==> src/rtl/seq_arith_unit.sv <==
// seq_arith_unit: WIDTH-bit unsigned add / subtract / multiply behind a
// start/done handshake. Add and subtract finish in one cycle. Multiply is an
// iterative shift-add over WIDTH clock edges, so no array multiplier is built.
//
//   state | meaning
//   IDLE  | waiting for start
//   MUL   | shift-add iterations running, busy=1, start ignored
//   DONE  | result/err valid, done=1; start here is accepted back-to-back
module seq_arith_unit #(
  parameter int WIDTH = 4
) (
  input  logic                 clk,
  input  logic                 rst,
  input  logic                 start,
  input  logic [1:0]           op,
  input  logic [WIDTH-1:0]     A,
  input  logic [WIDTH-1:0]     B,
  output logic [2*WIDTH-1:0]   result,
  output logic                 done,
  output logic                 busy,
  output logic                 err
);

  localparam int CW = $clog2(WIDTH + 1);

  localparam logic [1:0] OP_ADD = 2'b00;
  localparam logic [1:0] OP_SUB = 2'b01;
  localparam logic [1:0] OP_MUL = 2'b10;

  typedef enum logic [1:0] {
    IDLE = 2'd0,
    MUL  = 2'd1,
    DONE = 2'd2
  } state_t;

  state_t               state_q;
  logic [2*WIDTH-1:0]   result_q;
  logic                 err_q;
  logic [2*WIDTH-1:0]   acc_q;
  logic [2*WIDTH-1:0]   mcand_q;
  logic [WIDTH-1:0]     mplier_q;
  logic [CW-1:0]        cnt_q;

  logic [2*WIDTH-1:0]   add_d;
  logic [2*WIDTH-1:0]   sub_d;
  logic [2*WIDTH-1:0]   acc_d;
  logic [CW-1:0]        cnt_d;
  logic                 last_iter_d;

  // Single-cycle results and the next shift-add step of the multiplier.
  // The sub is done one bit wider so bit WIDTH falls out as the borrow.
  always_comb begin
    add_d            = '0;
    sub_d            = '0;
    add_d[WIDTH:0]   = {1'b0, A} + {1'b0, B};
    sub_d[WIDTH:0]   = {1'b0, A} - {1'b0, B};
    acc_d            = mplier_q[0] ? (acc_q + mcand_q) : acc_q;
    cnt_d            = cnt_q + CW'(1);
    last_iter_d      = (cnt_d == CW'(WIDTH));
  end

  // Control FSM and datapath registers; reset takes priority and aborts a
  // multiply in flight without a done pulse.
  always_ff @(posedge clk) begin
    if (rst) begin
      state_q  <= IDLE;
      result_q <= '0;
      err_q    <= 1'b0;
      acc_q    <= '0;
      mcand_q  <= '0;
      mplier_q <= '0;
      cnt_q    <= '0;
    end else begin
      case (state_q)
        IDLE, DONE: begin
          if (start) begin
            case (op)
              OP_ADD: begin
                result_q <= add_d;
                err_q    <= 1'b0;
                state_q  <= DONE;
              end
              OP_SUB: begin
                result_q <= sub_d;
                err_q    <= 1'b0;
                state_q  <= DONE;
              end
              OP_MUL: begin
                acc_q    <= '0;
                mcand_q  <= {{WIDTH{1'b0}}, A};
                mplier_q <= B;
                cnt_q    <= '0;
                state_q  <= MUL;
              end
              default: begin
                result_q <= '0;
                err_q    <= 1'b1;
                state_q  <= DONE;
              end
            endcase
          end else begin
            state_q <= IDLE;
          end
        end
        MUL: begin
          acc_q    <= acc_d;
          mcand_q  <= mcand_q << 1;
          mplier_q <= mplier_q >> 1;
          cnt_q    <= cnt_d;
          if (last_iter_d) begin
            result_q <= acc_d;
            err_q    <= 1'b0;
            state_q  <= DONE;
          end
        end
        default: state_q <= IDLE;
      endcase
    end
  end

  assign result = result_q;
  assign err    = err_q;
  assign done   = (state_q == DONE);
  assign busy   = (state_q == MUL);

endmodule

==> config.mk <==
export PLATFORM = sky130hd
export DESIGN_NAME = seq_arith_unit
export DESIGN_NICKNAME = d
export VERILOG_FILES = /design/src/rtl/seq_arith_unit.sv
export SDC_FILE = /design/constraint.sdc
export NUM_CORES = 1
export LEC_CHECK = 0
export CAP_MARGIN = 20
export CORE_MARGIN = 2
export CORE_UTILIZATION = 60
export CTS_BUF_LIST = sky130_fd_sc_hd__clkbuf_8
export CTS_CLUSTER_SIZE = 30
export DETAILED_ROUTE_END_ITERATION = 8
export GPL_ROUTABILITY_DRIVEN = 0
export PLACE_DENSITY_LB_ADDON = 0.15
export SYNTH_ARGS = -nofsm -noshare
export SYNTH_HDL_FRONTEND = slang
export SYNTH_SLANG_ARGS = --single-unit
export TNS_END_PERCENT = 1
==> constraint.sdc <==
create_clock -name clk -period 3.9 [get_ports clk]
set_clock_uncertainty 0.1 [all_clocks]
set_input_delay 0.78 -clock clk [delete_from_list [all_inputs] [get_ports clk]]
set_output_delay 0.78 -clock clk [all_outputs]
set_load 0.03 [all_outputs]
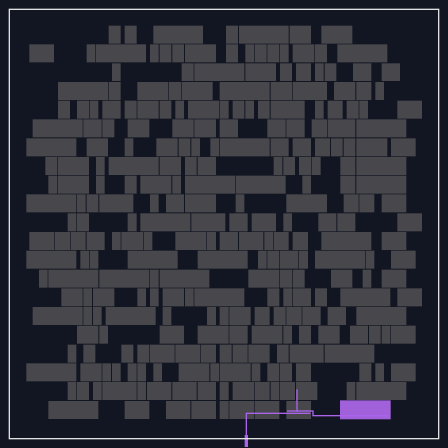
(run_1/io_fan.png)
color	port	direction	edge	end cells	buffers	wire
purple	err	output	bottom	1	1	30.9 µm
io pins: 24
I/O Buffers: 23

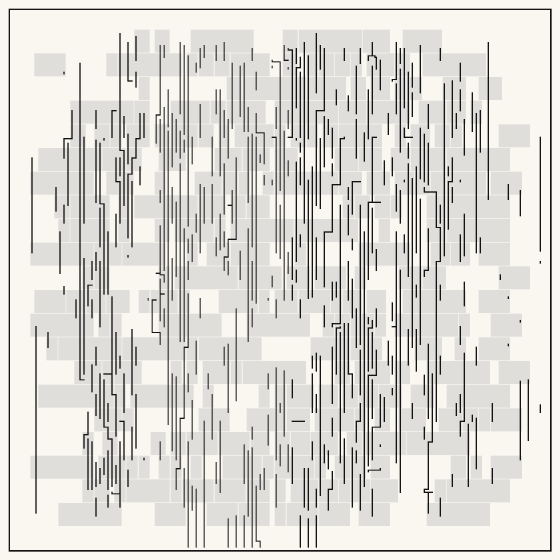
(run_1/layer_met2.png)
Cells faint in the background.
wire length on this layer	2050 µm
main direction	vertical
nets with wire on the layer	234
Routed Wire Length: 4550 µm
GR Util met2: 0.390

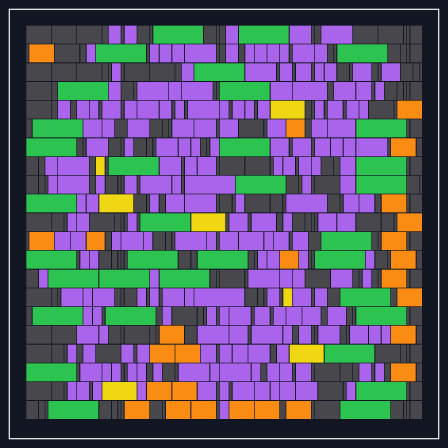
(run_1/placement_by_type.png)
Fill, decap, tap and diode cells in gray.
color	class	cells	share of their area
green	flops	34	30%
purple	combinational and other logic	204	56%
orange	other buffers and delay cells	26	11%
yellow	clock drivers and dummy loads	7	3.3%
row count: 21
design area: 2360 µm²
Core Util, Final: 0.718
flop share of the area: 0.289

## run 1: metal layers
metal,vias to the layer above,wire length [µm],track usage
li1,935,-,-
met4,0,82,0.122
met1,830,2170,0.353
met2,49,2050,0.390
met3,12,247,0.0497
met5,-,0,0
## run 1: cell families (layout without fill, tap and decap cells)
group	after synthesis	in the layout	share of synthesized area
xor+xnor	8	8	0.0347
simple gates	110	110	0.265
fa+ha+maj	16	16	0.106
compound gates	62	62	0.211
buf+inv	18	39	0.0359
flops	34	34	0.337
mux	2	2	0.00990
## run 1: cells in the mapped netlist (4+ instances only)
master / number
xnor2_1: 5
nand3_1: 10
nand2_1: 30
o21ai_0: 9
clkbuf_1: 5
a311oi_1: 7
nand3b_1: 4
nor2b_1: 7
nor3_1: 10
a21oi_1: 20
dfxtp_1: 34
nand2b_1: 6
nor2_1: 32
a22oi_1: 4
buf_2: 4
ha_1: 14
inv_1: 6
## run 1: path summary, 6_finish.rpt
check,slack (ns),from,end
max,0.74,state_q[0],busy
min,0.37,acc_q[5],acc_q[5]
max reg2reg,1.55,acc_q[0],result[4]
min reg2reg,0.37,acc_q[5],acc_q[5]
## run 1: power groups by stage
stage	sequential (mW)	clock, mW	combinational (mW)
finish	0.371	0.238	0.136
global route	0.372	0.257	0.151
CTS	0.371	0.244	0.136
detailed placement	0.378	0	0.134
global placement	0.378	0	0.133
floorplan	0.384	0	0.0815
## run 1: through the flow
stage / utilization / std cells / total power, mW / setup slack (ns)
2_1_floorplan: - / 250 / 0.466 / 1.23
5_1_grt: 0.718 / 317 / 0.780 / 0.652
3_3_place_gp: 0.695 / 310 / 0.511 / 0.584
6_report: 0.718 / 317 / 0.745 / 0.739
3_5_place_dp: 0.695 / 310 / 0.512 / 0.563
4_1_cts: 0.718 / 317 / 0.751 / 0.777
## run 1: worst max-delay path: stages (launching register included)
cell and delay, ns:
dfxtp_1 0.43, nand2b_1 0.08, buf_4 0.23, inv_1 0.47
clkdlybuf4s50_1 0.78
## run 1: state kept, by name, summed over array words and instances, names as in the netlist
register	count
mplier_q	4
err	1
cnt_q	3
acc_q	8
mcand_q	8
state_q	2
result	8
## run 1: final cells by class
class	instances	area (µm²)	area share
clock buffers	5	68.8	0.0292
inverters	6	22.5	0.00955
multi-input cells	198	1270	0.538
clock inverters	2	7.51	0.00318
well taps	46	57.6	0.0244
flip-flops and latches	34	681	0.289
repair buffers	26	253	0.107
==> flow_summary.yaml, run 1 <==
# implementation run metrics
drt:
  drc: 0
  via_per_inst: 5.76
  first_iter_violations: 88
  postRouteAntennaNets: 0
  vias: 1826
  wl_per_cell_um: 14.3
synth:
  async_flop_share: 0
  syn_area_um2: 2020
  top_area_cell: "dfxtp_1"
  yosys_cells: 250
  fp_nets: 279
  ys_warn_count: 0
  ys_top_cells_by_area: "dfxtp_1 34%, ha_1 8.7%, nor2_1 5.9%"
  top_area_frac: 0.337
  ys_seq_share: 0.337
  avgSynthCellArea_um2: 8.09
  netlist_instances: 250
  synth_cell_type_count: 47
  edf_count: 0
grt:
  overflow: 0
  grt_pass1_wl_um: 7180
  antenna_found_initial: 0
  grt_max_degree: 30
  grt_pass1_vias: 1562
setup_path:
  arrival_ns: 2.28
  start_kind: "flop"
  criticalPathCategory: "reg -> out"
  path_max_fanout: 29
  cp.required_ns: 3.02
power:
  leakage_nw: 0.929
  ir_worst_vdd_mv: 0.281
  power-per-cell-area_nw_per_um2: 316
  power_switching_share: 0.280
  p_int_mw: 0.536
  power_switching_mw: 0.209
finish:
  layout-drive-gt1-share: 0.0627
  mostFrequentLayoutCells: "34 x dfxtp_1, 32 x nor2_1, 30 x nand2_1"
  area_growth_pct: 16.6
  antennaDiodeCount: 0
  n_fill_cell: 254
  mostFrequentLayoutCell: "dfxtp_1"
floorplan:
  core_um2: 3280
  dieHeight_um: 62.1
  die_area_um2: 3850
  floorplan.core_util: 0.616
run:
  warning_count: 27
  drv_cap: 0
min_path:
  min_path_type: "reg -> reg"
  min_path_cells: 2
place:
  placed_cell_area_um2: 2280
  dp_hpwl_um: 3300
clock_network:
  cts_resized: 0
  cts_tree: "yes"
  clock-sinks: 34
  clk_latency_ns: 0.29
  holdBufCountCts: 0
  post-cts-setup-buffer-count: 0
  numCtsBuffers: 5
  cts_root_buf: "clkbuf_8"
  clkTransAtPathRegs_ns: 0.07
final_timing:
  slew_violations: 0
  slew_headroom: 0.609
  timing.fmax_mhz: 316
  tightest_slew_ns: 0.586
  setup_tns_ns: 0
  setup_viol: 0
outcome:
  outcome: "finished, final reports clean"
--- run 2 (diff from run 1) ---
Settings changed: CORE_UTILIZATION 60 to 52.
Clock period 3.9 ns to 2.9 ns, I/O delays scaled along.
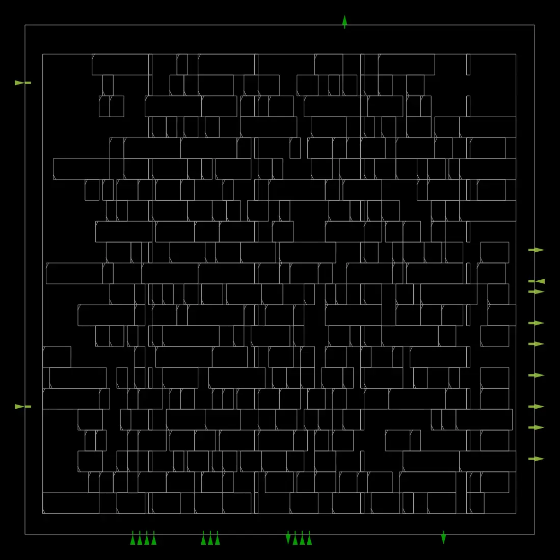
(run_2/placement.png)
Core Util, Final: 0.660
Fillers: 335
Core Footprint: 3690 µm²
fin cells: 328

==> flow_summary.yaml, run 2 <==
# implementation run metrics
outcome:
  outcome: "finished, final reports clean"
run:
  drv_cap: 0
  warning_count: 27
finish:
  mi_logic_area_um2: 1270
  layout.nets: 308
  antennaDiodeCount: 0
  flop_area_um2: 681
  fin_area_um2: 2440
  mostFrequentLayoutCells: "34 x dfxtp_1, 32 x nor2_1, 30 x nand2_1"
  layout-drive-gt1-share: 0.0964
  area_growth_pct: 20.5
  mostFrequentLayoutCell: "dfxtp_1"
grt:
  antenna_found_initial: 0
  grt_pass1_vias: 1732
  grt_pass1_wl_um: 7910
  grt_max_degree: 39
  overflow: 0
place:
  dp_hpwl_um: 3400
  placed_cell_area_um2: 2340
  io_buffers: 23
setup_path:
  critPathMaxStageDelay_ns: 0.47
  cp_cell_sequence: "clkdlybuf4s50_1 -> inv_1 -> ha_1 -> nor2b_1 -> xnor2_1 -> ha_1 -> nor2b_1 -> o21ai_0 -> nand2b_1 -> or4_1 -> a41oi_1"
  critPathBufInv: 2
  end_kind: "flop"
  cpLargestDelayFamily: "simple AND/OR/NAND/NOR gates"
  path_max_fanout: 2
  criticalPathCategory: "in -> reg"
  cp_slowest_cell: "clkdlybuf4s50_1"
  arrival_ns: 2.86
  start_kind: "input port"
  cp.required_ns: 3.01
floorplan:
  row_count: 22
  pin_count: 24
  floorplan.core_util: 0.548
  die_area_um2: 4400
  dieHeight_um: 66.4
power:
  ir_worst_vdd_mv: 0.272
  power-per-cell-area_nw_per_um2: 433
  power_switching_share: 0.278
  leakage_nw: 0.974
  total_power_mw: 1.05
  p_int_mw: 0.760
  power_switching_mw: 0.293
  p_clk_frac: 0.344
  share_comb_of_total_power: 0.184
clock_network:
  holdBufCountCts: 0
  clock-sinks: 34
  post-cts-setup-buffer-count: 0
  cts_tree: "yes"
  cts_root_buf: "clkbuf_8"
  numCtsBuffers: 5
  clkTransAtPathRegs_ns: 0.07
  clk_latency_ns: 0.29
  cts_resized: 0
synth:
  syn_area_um2: 2020
  avgSynthCellArea_um2: 8.09
  ys_warn_count: 0
  netlist_instances: 250
  top_area_cell: "dfxtp_1"
  yosys_cells: 250
  most_common_cell: "dfxtp_1"
  fp_nets: 279
  async_flop_share: 0
  top_area_frac: 0.337
  synthTopCellsByCount: "34 x dfxtp_1, 32 x nor2_1, 30 x nand2_1"
  ys_top_cells_by_area: "dfxtp_1 34%, ha_1 8.7%, nor2_1 5.9%"
  ys_seq_share: 0.337
  synth_cell_type_count: 47
  synth_flops: 34
  edf_count: 0
drt:
  via_per_inst: 5.60
  wl_per_cell_um: 14.1
  postRouteAntennaNets: 0
  met3_wirelength_um: 181
  first_iter_violations: 148
  highest_layer: "met4"
  met1_length_um: 2350
  drc: 0
  dr_wl_met2_um: 2000
  vias: 1837
  routed_wl_um: 4610
min_path:
  min_path_type: "reg -> reg"
final_timing:
  tightest_slew_ns: 0.515
  setup_viol: 0
  timing.fmax_mhz: 364
  slew_headroom: 0.656
  finalHoldWorstSlack_ns: 0.371
  slew_violations: 0
  setup_tns_ns: 0
  rsz0062_at_grt: "no"
[run 2: power by group through the flow]
| stage | Clock (mW) | Sequential, mW | Combinational (mW) |
|---|---|---|---|
| 3_3_place_gp | 0 | 0.508 | 0.192 |
| 4_1_cts | 0.369 | 0.497 | 0.195 |
| 5_1_grt | 0.395 | 0.500 | 0.216 |
| 6_report | 0.362 | 0.498 | 0.194 |
| 3_5_place_dp | 0 | 0.508 | 0.194 |
| 2_1_floorplan | 0 | 0.517 | 0.110 |
[run 2: layout make-up]
cell class                      instances  share of cell area
Timing Repair Buffer                   34               0.128
Sequential cell                        34               0.279
Multi-Input combinational cell        198               0.521
Inverter                                6             0.00924
Clock inverter                          2             0.00360
Clock buffer                            6              0.0339
Tap cell                               48              0.0247
[run 2: cell families (layout without fill, tap and decap cells)]
| logic type | after synthesis | in the layout | share of synthesized area |
|---|---|---|---|
| multiplexers | 2 | 2 | 0.00990 |
| buffers and inverters | 18 | 48 | 0.0359 |
| flip-flops | 34 | 34 | 0.337 |
| AND-OR/OR-AND | 62 | 62 | 0.211 |
| AND/OR/NAND/NOR | 110 | 110 | 0.265 |
| XOR/XNOR | 8 | 8 | 0.0347 |
| adder cells (fa/ha/maj) | 16 | 16 | 0.106 |
[run 2: final timing paths]
kind | endpoint | slack [ns] | startpoint | cells past startpoint
max reg2reg | result[4] | 0.58 | acc_q[0] | 7
min | mplier_q[3] | 0.37 | mplier_q[3] | 2
min reg2reg | mplier_q[3] | 0.37 | mplier_q[3] | 2
max | result[4] | 0.15 | B[0] | 11
[run 2: per-layer routing]
metal,up-vias,track usage
li1,956,-
met1,835,0.321
met2,38,0.370
met3,8,0.0443
met4,0,0.102
met5,-,0
[run 2: worst min-delay path, delay by kind of cell (launching register included)]
kind,cells,cell delay (ns)
simple gates,1,0.06
compound gates,1,0.06
flops,1,0.31
[run 2: stage by stage]
stage	utilization	worst slack [ns]	std cells
floorplan	-	0.433	250
global placement	0.636	-0.0866	320
detailed placement	0.636	-0.128	320
CTS	0.660	0.161	328
global route	0.660	0.0130	328
finish	0.660	0.153	328
Power is estimated from default activity; no workload was simulated.
